File: config.mk
export PLATFORM = sky130hd
export DESIGN_NAME = matmul_output_collector
export DESIGN_NICKNAME = d
export VERILOG_FILES = /design/src/rtl/matmul_output_collector.sv
export SDC_FILE = /design/constraint.sdc
export NUM_CORES = 2
export LEC_CHECK = 0
export CORE_AREA = 2 2 283 285
export DETAILED_ROUTE_END_ITERATION = 6
export DIE_AREA = 0 0 285 287
export HOLD_SLACK_MARGIN = 0.08
export PLACE_DENSITY_LB_ADDON = 0.12
export SYNTH_ARGS = -nofsm -noshare
export SYNTH_HDL_FRONTEND = slang
export SYNTH_SLANG_ARGS = --single-unit
File: constraint.sdc
create_clock -name clk -period 12.32 [get_ports clk]
set_input_delay 1.232 -clock clk [delete_from_list [all_inputs] [get_ports clk]]
set_output_delay 1.232 -clock clk [all_outputs]
set_load 0.01 [all_outputs]
File: src/rtl/matmul_output_collector.sv
// Output-collection stage for the systolic matmul: samples staggered per-column
// results from the array and proxy bus, accumulates them, and writes rows to memory.

module matmul_oc_sampler #(
    parameter int ROWS        = 4,
    parameter int HOLD_CYCLES = 2,
    parameter int RI          = 2
) (
    input  logic          clk,
    input  logic          rst,
    input  logic          clr,
    input  logic          active,
    input  logic          stall,
    input  logic          valid,
    output logic          sample,
    output logic          drop,
    output logic [RI-1:0] row
);
    localparam int PW = (HOLD_CYCLES > 1) ? $clog2(HOLD_CYCLES) : 1;
    localparam int RW = $clog2(ROWS + 1);

    logic [PW-1:0] phase;
    logic [RW-1:0] row_cnt;
    logic          hit;
    logic          full;

    assign hit    = active && valid && !stall && (phase == '0);
    assign full   = (row_cnt >= RW'(ROWS));
    assign sample = hit && !full;
    assign drop   = hit && full;
    assign row    = row_cnt[RI-1:0];

    always_ff @(posedge clk) begin
        if (rst || clr || !active || !valid)
            phase <= '0;
        else if (!stall)
            phase <= (phase == PW'(HOLD_CYCLES - 1)) ? '0 : phase + 1'b1;
    end

    // Counter parks at ROWS so every further sample is reported as a drop.
    always_ff @(posedge clk) begin
        if (rst || clr)
            row_cnt <= '0;
        else if (sample)
            row_cnt <= row_cnt + 1'b1;
    end
endmodule

module matmul_output_collector #(
    parameter int ROWS        = 4,
    parameter int COLS        = 4,
    parameter int WORD_SIZE   = 16,
    parameter int HOLD_CYCLES = 2,
    parameter int SATURATE    = 1,
    parameter int ADDR_WIDTH  = 32,
    parameter int BASE_ADDR   = 0,
    parameter int ADDR_INCR   = 4
) (
    input  logic                      clk,
    input  logic                      rst,
    input  logic                      start,
    input  logic                      clear_acc,
    input  logic                      stall,
    input  logic [COLS*WORD_SIZE-1:0] sa_data,
    input  logic [COLS-1:0]           sa_valid,
    input  logic [COLS*WORD_SIZE-1:0] px_data,
    input  logic [COLS-1:0]           px_valid,
    input  logic                      fsm_done,
    output logic                      busy,
    output logic                      done,
    output logic                      overflow,
    output logic [ADDR_WIDTH-1:0]     mem_addr,
    output logic [COLS*WORD_SIZE-1:0] mem_data,
    output logic                      mem_wr_en,
    input  logic                      mem_ack
);
    localparam int W  = WORD_SIZE;
    localparam int RI = (ROWS > 1) ? $clog2(ROWS) : 1;

    typedef enum logic [2:0] {IDLE, COLLECT, WRITE, WAIT_ACK, FINISH} state_t;
    state_t state, state_nx;

    logic [ROWS-1:0][COLS-1:0][W-1:0] sa_acc, px_acc;
    logic [COLS-1:0][RI-1:0]          sa_row, px_row;
    logic [COLS-1:0]                  sa_smp, px_smp, sa_drop, px_drop;
    logic [COLS-1:0][W:0]             sa_sum, px_sum, wr_sum;
    logic [COLS*W-1:0]                row_data;
    logic                             smp_clamp, row_clamp;
    logic [RI-1:0]                    wr_row;
    logic                             ack_early;
    logic                             arm;
    logic                             collecting;

    assign arm        = (state == IDLE) && start;
    assign collecting = (state == COLLECT);

    // Returns {clamped, result}; clamping only when SATURATE is set.
    function automatic logic [W:0] add_sat(input logic [W-1:0] a, input logic [W-1:0] b);
        logic [W:0] s;
        s = {a[W-1], a} + {b[W-1], b};
        if (SATURATE != 0 && (s[W] != s[W-1]))
            return s[W] ? {1'b1, 1'b1, {(W-1){1'b0}}} : {1'b1, 1'b0, {(W-1){1'b1}}};
        return {1'b0, s[W-1:0]};
    endfunction

    for (genvar c = 0; c < COLS; c++) begin : g_col
        matmul_oc_sampler #(.ROWS(ROWS), .HOLD_CYCLES(HOLD_CYCLES), .RI(RI)) u_sa (
            .clk(clk), .rst(rst), .clr(arm), .active(collecting), .stall(stall),
            .valid(sa_valid[c]), .sample(sa_smp[c]), .drop(sa_drop[c]), .row(sa_row[c])
        );
        matmul_oc_sampler #(.ROWS(ROWS), .HOLD_CYCLES(HOLD_CYCLES), .RI(RI)) u_px (
            .clk(clk), .rst(rst), .clr(arm), .active(collecting), .stall(stall),
            .valid(px_valid[c]), .sample(px_smp[c]), .drop(px_drop[c]), .row(px_row[c])
        );
    end

    always_comb begin
        smp_clamp = 1'b0;
        row_clamp = 1'b0;
        row_data  = '0;
        for (int c = 0; c < COLS; c++) begin
            sa_sum[c] = add_sat(sa_acc[sa_row[c]][c], sa_data[c*W +: W]);
            px_sum[c] = add_sat(px_acc[px_row[c]][c], px_data[c*W +: W]);
            wr_sum[c] = add_sat(sa_acc[wr_row][c], px_acc[wr_row][c]);
            smp_clamp = smp_clamp | (sa_smp[c] & sa_sum[c][W]) | (px_smp[c] & px_sum[c][W]);
            row_clamp = row_clamp | wr_sum[c][W];
            row_data[c*W +: W] = wr_sum[c][W-1:0];
        end
    end

    always_ff @(posedge clk) begin
        if (rst) begin
            sa_acc <= '0;
            px_acc <= '0;
        end else if (arm && clear_acc) begin
            sa_acc <= '0;
            px_acc <= '0;
        end else begin
            for (int c = 0; c < COLS; c++) begin
                if (sa_smp[c]) sa_acc[sa_row[c]][c] <= sa_sum[c][W-1:0];
                if (px_smp[c]) px_acc[px_row[c]][c] <= px_sum[c][W-1:0];
            end
        end
    end

    always_ff @(posedge clk) begin
        if (rst || arm)
            overflow <= 1'b0;
        else if ((collecting && ((|sa_drop) || (|px_drop) || smp_clamp)) ||
                 (state == WRITE && row_clamp))
            overflow <= 1'b1;
    end

    always_ff @(posedge clk) begin
        if (rst) begin
            state     <= IDLE;
            wr_row    <= '0;
            ack_early <= 1'b0;
        end else begin
            state     <= state_nx;
            ack_early <= (state == WRITE) && mem_ack;
            if (arm)
                wr_row <= '0;
            else if (state == WAIT_ACK && (mem_ack || ack_early) && wr_row != RI'(ROWS - 1))
                wr_row <= wr_row + 1'b1;
        end
    end

    always_comb begin
        state_nx = state;
        case (state)
            IDLE:     if (start) state_nx = COLLECT;
            COLLECT:  if (fsm_done) state_nx = WRITE;
            WRITE:    state_nx = WAIT_ACK;
            WAIT_ACK: if (mem_ack || ack_early)
                          state_nx = (wr_row == RI'(ROWS - 1)) ? FINISH : WRITE;
            FINISH:   state_nx = IDLE;
            default:  state_nx = IDLE;
        endcase
    end

    // Accumulators are frozen outside COLLECT, so the row outputs stay stable until ack.
    logic writing;
    assign writing   = (state == WRITE) || (state == WAIT_ACK);
    assign busy      = (state != IDLE);
    assign done      = (state == FINISH);
    assign mem_wr_en = (state == WRITE) || (state == WAIT_ACK && !ack_early);
    assign mem_data  = writing ? row_data : '0;
    assign mem_addr  = writing ? ADDR_WIDTH'(BASE_ADDR) + ADDR_WIDTH'(wr_row) * ADDR_WIDTH'(ADDR_INCR)
                               : '0;
endmodule

==> out/notes.md <==
Logic synthesis
* **area reported by Yosys stat** 0.0350 mm2
* **number of cells in the yosys synthesis report** 3,764
* **Avg Inst Size Synth** 9.31 um2
* **area fraction of the dominant cell type after synthesis** 0.315
* **number of cells produced by synthesis** 3,764
* **Area contributors post-synth** dfxtp_1 31%, mux4_2 16%, ha_1 8.5%
* **summed instance area of the synthesized netlist** 0.0350 mm2
* **post-synth top area cell** dfxtp_1

STA
* **Finish-stage setup viols** 0
* **peak clock frequency supported by timing** 0.124 GHz

Floorplan
* **core box area** 0.0786 mm2

Drt
* **post-detailed-route via-to-cell ratio** 5.86
* **drt pass-1 iters** 7
* **final wirelength** 104 mm

Clock tree
* **# H-tree levels** 3
* **cts hold-fix bufs** 0
* **clk ins delay skew pair** 600 ps
* **setup repair bufs after CTS** 0

Hold path
* **Min-Delay Path Class** reg2reg
* **hold-critical path endpoint** px_acc[149]$_SDFFE_PP0P_
* **cell count of the worst hold path** 2
* **Min-Delay Startpoint** px_acc[149]$_SDFFE_PP0P_

Worst setup path
* **Worst Path Class, Setup** reg2out
* **CP endpoint kind** output pin
* **minimum setup slack among reg-to-reg paths** 6280 ps
* **worst reg-to-reg path cell count** 18
* **endpoint of the most critical register-to-register path** sa_acc[86]$_SDFFE_PP0P_

Finish
* **synthesis-to-finish area growth** 14.1%
* **fin nets** 4,226
* **sequential cell area in the final layout** 0.0110 mm2
* **combined area of the multi-input logic cells** 0.0226 mm2

Pwr
* **NetSw** 1360 uW
* **switching power share of the total** 0.288

Placed design
* **worst slack at placement** 4850 ps

Status
* **result of the run** finished clean

Flow run
* **tool warning count** 60

Global route
* **number of antenna violations at the first check in global routing** 9

==> worst max-delay path by stage <==
stage	to	from
2_1_floorplan	mem_data[34]	wr_row[0]$_SDFFE_PP0P_
3_3_place_gp	mem_data[46]	wr_row[1]$_SDFFE_PP0P_
3_5_place_dp	mem_data[34]	wr_row[1]$_SDFFE_PP0P_
4_1_cts	mem_data[34]	wr_row[1]$_SDFFE_PP0P_
5_1_grt	mem_data[34]	wr_row[1]$_SDFFE_PP0P_
6_report	mem_data[38]	wr_row[1]$_SDFFE_PP0P_
==> layer usage <==
metal  routed length [um]  track usage  vias up
met5                   65            0        -
li1                     -            -    14100
met1                48500        0.353    13900
met2                45700        0.379      751
met3                 6240       0.0459      149
met4                 3120       0.0834       10
==> cell type report <==
| cell class | instances | area share |
|---|---|---|
| antenna | 3 | 0.000188 |
| clock buffer | 109 | 0.0531 |
| clock inverter | 13 | 0.00357 |
| inverter | 67 | 0.00629 |
| multi-input combinational | 2885 | 0.566 |
| sequential | 551 | 0.276 |
| tap | 1050 | 0.0329 |
| timing repair buffer | 258 | 0.0623 |
==> placed cells by master, fill, tap and decap left out, drive strengths merged, types with 13 or more instances in the layout <==
master         Yosys  routed
o31ai             17      17
and3              22      22
nand3             61      61
dfxtp            551     551
ha               239     239
inv               67      67
buf              121      46
nor2b             15      15
nand2            194     194
xnor2            112     112
o21ai            383     383
a31oi             26      26
and2              42      42
a211oi           180     180
nor2             372     372
nor3              33      33
mux4             256     256
o21bai            23      23
conb               1      30
xor2              63      63
mux2i             21      21
nand3b            13      13
a21o              63      63
a21boi            43      43
o21a              15      15
clkbuf           169     109
clkdlybuf4s50      0     212
a21oi            503     503
nand2b            19      19
==> logic make-up after synthesis <==
group / Yosys count / share of synthesized area
xor gates and xnor gates: 175 / 0.0445
buffers and inverters: 357 / 0.0444
AOI/OAI and AO/OA: 1327 / 0.226
adders and majority gates: 259 / 0.0946
other: 1 / 0.000107
and+or+nand+nor: 816 / 0.104
DFF: 551 / 0.315
muxes: 278 / 0.171
==> worst max-delay path, cell delays in order (launching register included) <==
cell and delay [ps]:
dfxtp_4 650, buf_4 730, mux4_2 630, ha_1 290, a21o_1 150, a21o_1 210, a21oi_1 200, o21ai_0 140
a41oi_1 360, o21ai_0 200, a21o_1 210, a21o_1 200, xor2_1 150, ha_1 480, a21oi_1 720, a21boi_0 290
clkdlybuf4s50_1 570
==> state kept, by name, indices dropped and copies added (netlist names) <==
signal,count
overflow,1
g_col.u_sa.phase,4
g_col.u_px.row_cnt,12
px_acc,256
g_col.u_px.phase,4
wr_row,2
g_col.u_sa.row_cnt,12
state,3
sa_acc,256
ack_early,1
==> power groups by stage <==
stage          combinational (uW)  sequential (uW)  clock (uW)
2_1_floorplan                 562             1850           0
3_3_place_gp                  844             1860           0
3_5_place_dp                  840             1860           0
4_1_cts                       845             1820        2080
5_1_grt                       924             1820        2150
6_report                      847             1820        2040
==> per-stage QoR <==
stage / instances / total power [uW]
6_report: 4936 / 4710
3_3_place_gp: 4811 / 2700
2_1_floorplan: 3793 / 2410
5_1_grt: 4935 / 4900
3_5_place_dp: 4811 / 2700
4_1_cts: 4933 / 4740
**Routing congestion**

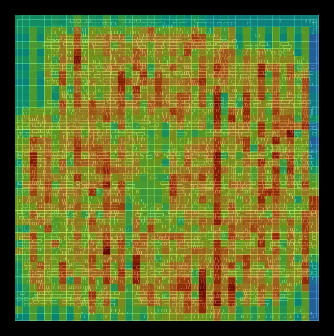
global-route met3 utilization: 0.0459
Avg WL per Cell: 21.0 um

**M2 wires**

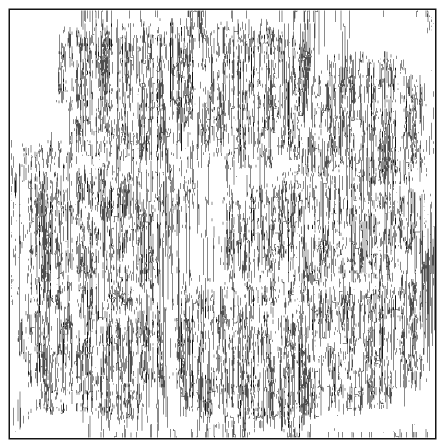
share of all routed wire: 44%
nets with wire on the layer: 3,422

Power figures rest on the tool's default switching activity, not on a simulated workload.
